==> run_1/congestion_map.png <==
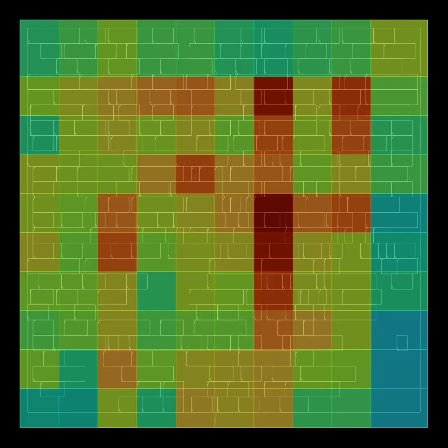
==> run_1/sizing.png <==
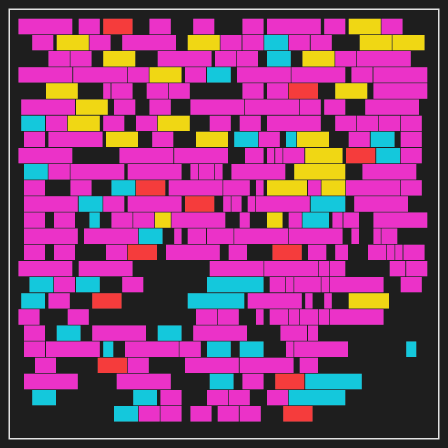
==> run_1/ff_map.png <==
Other sequential cells in the stronger gray, the rest of the logic in the fainter gray.
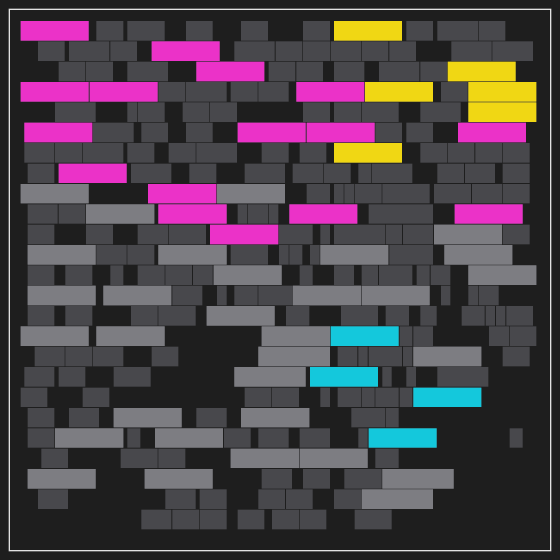
==> config.mk <==
export PLATFORM = sky130hd
export DESIGN_NAME = mc_bus_bridge
export DESIGN_NICKNAME = d
export VERILOG_FILES = /design/src/rtl/mc_bus_bridge.sv
export SDC_FILE = /design/constraint.sdc
export NUM_CORES = 1
export LEC_CHECK = 0
export ABC_AREA = 0
export ABC_CLOCK_PERIOD_IN_PS = 4550
export CAP_MARGIN = 40
export CORE_UTILIZATION = 48
export CTS_CLUSTER_DIAMETER = 60
export DETAILED_ROUTE_END_ITERATION = 6
export PLACE_DENSITY = 0.85
export SLEW_MARGIN = 40
export SYNTH_ARGS = -nofsm -noshare
export SYNTH_HDL_FRONTEND = slang
export SYNTH_SLANG_ARGS = --single-unit
==> constraint.sdc <==
create_clock -name clock -period 4.55 [get_ports clock]
set_clock_uncertainty 0.05 [all_clocks]
set_input_delay 0.6825 -clock clock [delete_from_list [all_inputs] [get_ports clock]]
set_output_delay 0.6825 -clock clock [all_outputs]
set_load 0.02 [all_outputs]
==> GITHUB_STEP_SUMMARY <==
### Metrics collected by this job

| Metric | Value |
|---|---|
| Status | `completed` |
| Logic pwr share | `45.9%` |
| Antenna violations before repair | `0` |
| DRC | `0` |
| Cts hold-fix bufs | `0` |
| Total congestion overflow | `0` |
| Number of synthesized flops with an enable pin | `0` |
| Pint | `around 1500 uW` |
| Largest net degree at the start of global routing | `35` |
| Cell Area, Synth | `2360 um2` |
| TritonCTS Buffers | `9` |
| CP required | `3.82 ns` |
| Chip area | `approximately 5200 um2` |
| TritonCTS clock tree | `built` |
| Die extent in x | `72.1 um` |
| Grt met3 use | `7.22%` |
| CTS sink cnt | `around 57` |
| YS chip area | `2360 um2` |
| Worst VDD drop | `~0.00038 V` |
| Period minus WS final | `2.47 ns` |
| CTS root buf | `clkbuf_8` |
| WL final | `4.55 mm` |
| Commonest cells in the netlist | `53 x dfrtp_1, 22 x mux2_2, 16 x mux2_4` |
| CP max-delay cell | `clkdlybuf4s50_1` |
| Area fraction in xor and xnor cells | `2.91%` |
| PortBufs | `83` |
| Vias in the first global route | `between 1,500 and 2,000` |
| P_leak | `roughly 0.0015 uW` |
| Clock share of power | `between 10% and 20%` |
| Clock Latency Late Sink | `0.33 ns` |
| Final period util | `54.2%` |
| First-pass GRT wire length | `7.53 mm` |
| Seq pwr share | `36.4%` |
| Crit-path max FO | `9` |
| Net Sw Frac | `34.2%` |
| Die H | `72.1 um` |
| NetSw | `804 uW` |
| Critical Path Start Type | `flip-flop` |
| Worst path max stage delay | `0.63 ns` |
| Post-CTS sizing | `0` |
| Commonest flop | `dfrtp_1` |
| Pwr Total | `approximately 2400 uW` |
| Register area share after synthesis | `60.6%` |
| Vias | `1,506` |
| Final hold vios | `0` |
| Synth async-reset ratio | `100%` |
| Synth flops | `57` |
| Nets | `290` |
| Pwr/cell area | `just under 700 nW/um2` |
| Drt pass-1 iters | `4` |
| Max-slew violations | `0` |
| Max cap viols | `0` |
| Synth warn | `0` |
| Worst slew pin tran | `0.519 ns` |
| Reg2Reg Depth | `5` |
| Log Warnings | `29` |
| Top cell type's share of synthesized area | `56.2%` |
| AO/OA Area Share | `under 10%` |
| Fillers | `309` |
| IO Count | `85` |
| Comb area | `882 um2` |
| Comb area leader | `multiplexers` |
| R2R Setup Slk | `2.60 ns` |
| RSZ-0062 raised after global routing | `false` |
| Most numerous cell in the Yosys netlist | `dfrtp_1` |
| # Cells Yosys | `~150` |
| Yosys adder share | `2.12%` |
| N_diodes | `0` |
| Final setup viols | `0` |
| Final HPWL DP | `3.20 mm` |
| Area fraction in mux cells | `20.7%` |
| Slew margin rel. | `65.4%` |
| Core Util at FP | `50.0%` |
| Yosys cell types | `32` |
| Vias/cell | `about 4.8` |
| Crit path kind | `flip-flop to primary output` |
| Mean post-synth cell area | `15.5 um2` |
| Yosys simple share | `9.06%` |
| Area leader, netlist | `dfrtp_1` |
| Placer Congestion | `about 0.7` |
| Htree depth | `3` |
| Worst Path Arrival | `roughly 1.7 ns` |
| Setup TNS Final | `0 ns` |
| Critical path's top delay family | `buffers and inverters` |
| Max Fclk | `0.405 GHz` |
| Critical path depth in cells | `2` |
| Iteration-0 DRC Markers | `44` |
| Nets at Floorplan | `between 150 and 200` |
| Top cells, area | `dfrtp_1 56%, mux2_2 10%, mux2_4 10%` |
| Clk pin slew, worst setup/hold paths | `0.07 ns` |
| Most used routing layer | `met2` |
| Clk buf depth | `2` |
| Crit end category | `primary output` |
| Share of post-route cells with drive strength above 1 | `26.6%` |
| Crit-path cells | `nor3b_1, clkdlybuf4s50_1` |
| Min-Delay Path Class | `primary input to async pin` |
| WHS | `0.267 ns` |
| Final ANT Viol Nets | `0` |
| CP Buf/Inv Count | `1` |
| Synth Instances | `~150` |
| Site row count | `25` |
| Setup Buffers After CTS | `0` |
| Core ar. | `4720 um2` |
Back to the opening pictures, congestion_map.png:
Total GRT Usage: 20.0%
GRT met2 Usage: 30.2%
met1 usage in global routing: 23.7%
Avg WL per Cell: 14.4 um
Layout Utilization: 72.4%

Back to the opening pictures, sizing.png:
Cyan stands for x2, cells 32, share 13%, most used mux2_2. Yellow stands for x3 and x4, cells 23, share 9.3%, most used mux2_4. Magenta stands for x1 and smaller, cells 182, share 73%, most used clkdlybuf4s50_1. Red stands for x6 and larger, cells 11, share 4.4%, most used clkbuf_8.
Syn-to-layout area delta: 44.8%
post-route cell area: 3420 um2

Back to the opening pictures, ff_map.png:
Yellow stands for reg_addr, flops 6, where top right. Magenta stands for reg_wdata, flops 16. Cyan stands for we_cnt, flops 4.
flop share of the area: 41.9%
Seq. pwr: 855 uW
FF/Latch Area: 1430 um2

-- run 1: cell usage in the layout (no fill, tap or decap), drive strengths merged, types with 2 or more instances in the layout --
| cell | n |
|---|---|
| clkdlybuf4s50 | 82 |
| dfrtp | 53 |
| mux2 | 38 |
| clkbuf | 13 |
| nor2 | 9 |
| nand2 | 6 |
| nor3 | 4 |
| xnor2 | 4 |
| ha | 4 |
| dfstp | 4 |
| nor3b | 4 |
| a211oi | 3 |
| clkinv | 3 |
| nand3 | 3 |
| xor2 | 3 |
| buf | 3 |
| inv | 2 |
-- run 1: power by group through the flow --
stage,sequential (uW),combinational (uW),clock (uW)
floorplan,1050,437,0
global placement,853,1070,0
detailed placement,866,1080,0
CTS,858,1090,429
global route,886,1150,449
finish,855,1080,418
-- run 1: worst reg2reg max path, cell delays in order, from the launching register on --
cell and delay (ns):
dfrtp_1 0.39, inv_1 0.10, ha_1 0.17, nor3b_4 0.40, nand3_4 0.33, mux2_4 0.39
-- run 1: area by class of cell --
class                           instances  share of cell area (%)
Sequential cell                        57                    41.9
Multi-Input combinational cell         88                    25.8
Timing Repair Buffer                   85                    24.6
Clock buffer                           13                    4.65
Tap cell                               67                    2.45
Clock inverter                          3                   0.439
Inverter                                2                   0.220
-- run 1: stage by stage --
step / setup slack [ns] / instances / instance area [um2]
finish: 2.08 / 315 / 3420
global route: 2.02 / 315 / 3420
CTS: 2.08 / 315 / 3420
detailed placement: 2.45 / 299 / 3250
global placement: 2.46 / 299 / 3250
floorplan: 2.77 / 152 / 2360
-- run 1: cells by family (layout without fill, tap and decap cells) --
kind of cell / Yosys count / in the layout
flip-flops: 57 / 57
multiplexers: 38 / 38
AND/OR/NAND/NOR: 30 / 30
AND-OR/OR-AND: 8 / 8
XOR/XNOR: 7 / 7
buffers and inverters: 7 / 103
adder cells (fa/ha/maj): 4 / 4
other: 1 / 1
-- run 1: layer usage --
layer  share of wire (%)  wire (um)
met1                  42       1900
met2                  49       2240
met3                 5.7        258
met4                 3.3        148
met5                   0          0
Power figures rest on the tool's default switching activity, not on a simulated workload.
